`config.mk`:
```
export PLATFORM = sky130hd
export DESIGN_NAME = mp_adder_serial
export DESIGN_NICKNAME = d
export VERILOG_FILES = /design/src/rtl/mp_adder_serial.sv
export SDC_FILE = /design/constraint.sdc
export NUM_CORES = 2
export LEC_CHECK = 0
export CAP_MARGIN = 20
export CORE_MARGIN = 10
export CORE_UTILIZATION = 55
export CTS_BUF_LIST = sky130_fd_sc_hd__clkbuf_4 sky130_fd_sc_hd__clkbuf_8
export CTS_CLUSTER_DIAMETER = 100
export DETAILED_ROUTE_END_ITERATION = 8
export PLACE_DENSITY = 0.8
export SLEW_MARGIN = 20
export SYNTH_ARGS = -nofsm -noshare
export SYNTH_HDL_FRONTEND = slang
export SYNTH_SLANG_ARGS = --single-unit
```
`constraint.sdc`:
```
create_clock -name iClk -period 3.2 [get_ports iClk]
set_input_delay 0.64 -clock iClk [delete_from_list [all_inputs] [get_ports iClk]]
set_output_delay 0.64 -clock iClk [all_outputs]
set_load 0.005 [all_outputs]
```
`src/rtl/mp_adder_serial.sv`:
```
// ============================================================================
// Module   : mp_adder_serial
// Brief    : Word-serial multi-precision adder/subtractor, one ADDER_WIDTH
//            chunk per cycle (LS chunk first), start/busy/done handshake.
//            Optional macro MP_ADDER_OVERFLOW_EN adds the oOverflow port.
// Revision : 1.0 - initial release
// ============================================================================
`default_nettype none

module mp_adder_serial #(
   parameter int OPERAND_WIDTH = 256,
   parameter int ADDER_WIDTH   = 32
) (
   input  logic                     iClk,
   input  logic                     iRstn,
   input  logic                     iStart,
   input  logic                     iSub,
   input  logic [OPERAND_WIDTH-1:0] iA,
   input  logic [OPERAND_WIDTH-1:0] iB,
   input  logic                     iCarryIn,
   output logic                     oBusy,
   output logic                     oDone,
   output logic [OPERAND_WIDTH-1:0] oResult,
   output logic                     oCarryOut
`ifdef MP_ADDER_OVERFLOW_EN
   ,
   output logic                     oOverflow
`endif
);

   localparam int NUM_CHUNKS = OPERAND_WIDTH / ADDER_WIDTH;
   localparam int CNT_W      = (NUM_CHUNKS > 1) ? $clog2(NUM_CHUNKS) : 1;
   localparam logic [CNT_W-1:0] LAST_CNT = CNT_W'(NUM_CHUNKS - 1);

   typedef enum logic [1:0] {
      ST_IDLE = 2'd0,
      ST_RUN  = 2'd1,
      ST_DONE = 2'd2
   } state_t;

   state_t                     state_q,   state_d;
   logic [OPERAND_WIDTH-1:0]   a_q,       a_d;
   logic [OPERAND_WIDTH-1:0]   b_q,       b_d;
   logic [OPERAND_WIDTH-1:0]   partial_q, partial_d;
   logic [OPERAND_WIDTH-1:0]   result_q,  result_d;
   logic                       carry_q,   carry_d;
   logic                       cout_q,    cout_d;
   logic [CNT_W-1:0]           cnt_q,     cnt_d;
`ifdef MP_ADDER_OVERFLOW_EN
   logic                       ovf_q,     ovf_d;
`endif

   logic [ADDER_WIDTH:0]       w_chunk_sum;
   logic [OPERAND_WIDTH-1:0]   w_partial_next;

   // Operands shift right each RUN cycle so the active chunk is always at the LSBs.
   assign w_chunk_sum = {1'b0, a_q[ADDER_WIDTH-1:0]}
                      + {1'b0, b_q[ADDER_WIDTH-1:0]}
                      + {{ADDER_WIDTH{1'b0}}, carry_q};

   always_comb begin
      w_partial_next = partial_q >> ADDER_WIDTH;
      w_partial_next[OPERAND_WIDTH-1 -: ADDER_WIDTH] = w_chunk_sum[ADDER_WIDTH-1:0];
   end

   always_comb begin
      state_d   = state_q;
      a_d       = a_q;
      b_d       = b_q;
      partial_d = partial_q;
      result_d  = result_q;
      carry_d   = carry_q;
      cout_d    = cout_q;
      cnt_d     = cnt_q;
`ifdef MP_ADDER_OVERFLOW_EN
      ovf_d     = ovf_q;
`endif

      case (state_q)
         ST_IDLE, ST_DONE: begin
            if (iStart) begin
               a_d       = iA;
               b_d       = iSub ? ~iB : iB;
               carry_d   = iSub ? 1'b1 : iCarryIn;
               cnt_d     = '0;
               partial_d = '0;
               state_d   = ST_RUN;
            end else begin
               state_d   = ST_IDLE;
            end
         end

         ST_RUN: begin
            a_d       = a_q >> ADDER_WIDTH;
            b_d       = b_q >> ADDER_WIDTH;
            partial_d = w_partial_next;
            carry_d   = w_chunk_sum[ADDER_WIDTH];
            cnt_d     = cnt_q + CNT_W'(1);
            if (cnt_q == LAST_CNT) begin
               result_d = w_partial_next;
               cout_d   = w_chunk_sum[ADDER_WIDTH];
`ifdef MP_ADDER_OVERFLOW_EN
               // Same-sign operands giving a different-sign result is the
               // carry-in(MSB) XOR carry-out(MSB) condition.
               ovf_d    = (a_q[ADDER_WIDTH-1] == b_q[ADDER_WIDTH-1]) &&
                          (w_chunk_sum[ADDER_WIDTH-1] != a_q[ADDER_WIDTH-1]);
`endif
               cnt_d    = '0;
               state_d  = ST_DONE;
            end
         end

         default: state_d = ST_IDLE;
      endcase
   end

   always_ff @(posedge iClk or negedge iRstn) begin
      if (!iRstn) begin
         state_q   <= ST_IDLE;
         a_q       <= '0;
         b_q       <= '0;
         partial_q <= '0;
         result_q  <= '0;
         carry_q   <= 1'b0;
         cout_q    <= 1'b0;
         cnt_q     <= '0;
`ifdef MP_ADDER_OVERFLOW_EN
         ovf_q     <= 1'b0;
`endif
      end else begin
         state_q   <= state_d;
         a_q       <= a_d;
         b_q       <= b_d;
         partial_q <= partial_d;
         result_q  <= result_d;
         carry_q   <= carry_d;
         cout_q    <= cout_d;
         cnt_q     <= cnt_d;
`ifdef MP_ADDER_OVERFLOW_EN
         ovf_q     <= ovf_d;
`endif
      end
   end

   assign oBusy     = (state_q == ST_RUN);
   assign oDone     = (state_q == ST_DONE);
   assign oResult   = result_q;
   assign oCarryOut = cout_q;
`ifdef MP_ADDER_OVERFLOW_EN
   assign oOverflow = ovf_q;
`endif

endmodule

`default_nettype wire

```
Figure 1. The metal 1 layer.
Scale bar: 100 um. Supply wires on this layer in gray.
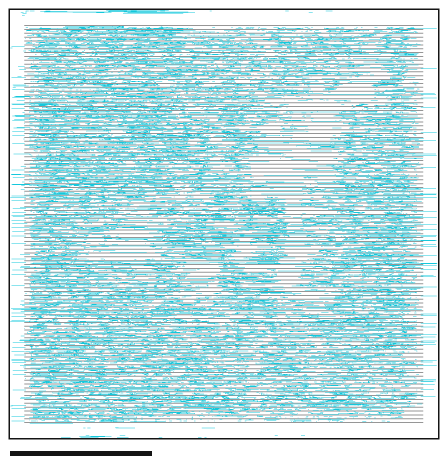
share of all routed wire	38%
main direction	horizontal
nets with wire on the layer	5445
longest straight run	85.6 um

Figure 2. Met2 routing.
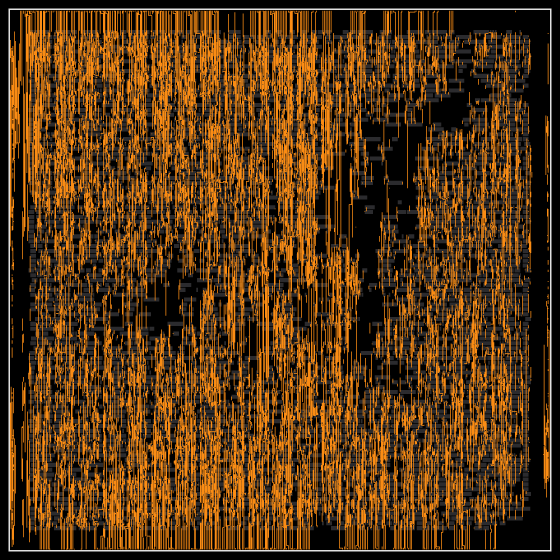
longest straight run	93.3 um
share of all routed wire	47%
main direction	vertical
nets with wire on the layer	4920

==> ci_impl_report.md <==
## Implementation flow summary

| Metric | Value |
|---|---|
| Status | `completed` |
| WL final | `about 150000 um` |
| Power Total | `about 58 mW` |
| Leak Pwr | `25.9 nW` |
| DR WL/cell | `between 20 and 25 um` |
| Peak VDD IR | `0.841 mV` |
| FP Util | `55.5%` |
| Hold Path Depth | `3` |
| Capturing element type of the critical path | `output port` |
| Switching portion of total power | `39.5%` |
| Top cells by count | `nand2_1 (1692), dfrtp_1 (999), nor2_1 (476)` |
| Post-synth EDFFs | `0` |
| Hold Crit Endpoint | `a_q[150]$_DFFE_PN0P_` |
| Top cell excl fill/tap | `nand2_1` |
| Rows | `103` |
| Placement Setup Slack | `between 300 and 400 ps` |
| Post-Synth AOI/OAI Area | `~14%` |
| Fin cells | `about 6700` |
| Total grt overflow | `0` |
| Int Power | `between 30 and 40 mW` |
[per-layer routing]
layer	vias up	part of all wire (%)	wire length (um)	track usage [%]
li1	17400	-	-	-
met1	18400	38	56200	39.0
met2	1689	47	69100	48.4
met3	364	9.3	13700	9.53
met4	52	5.1	7540	17.2
met5	-	0.22	324	0
[layout make-up]
cell class	count	share of cell area, %
sequential	999	44.3
multi-input combinational	3416	30.8
timing repair buffer	868	16.0
clock buffer	265	5.76
tap	1050	2.33
clock inverter	22	0.435
antenna	50	0.222
inverter	10	0.109
[worst max-delay path, delay by kind of cell (launching register included)]
| family | cells | cell delay [ps] |
|---|---|---|
| buffers and inverters | 2 | 810 |
| flip-flops | 1 | 400 |
| AND/OR/NAND/NOR | 1 | 300 |
No activity file was given, so power comes from the tool's default toggle rates.
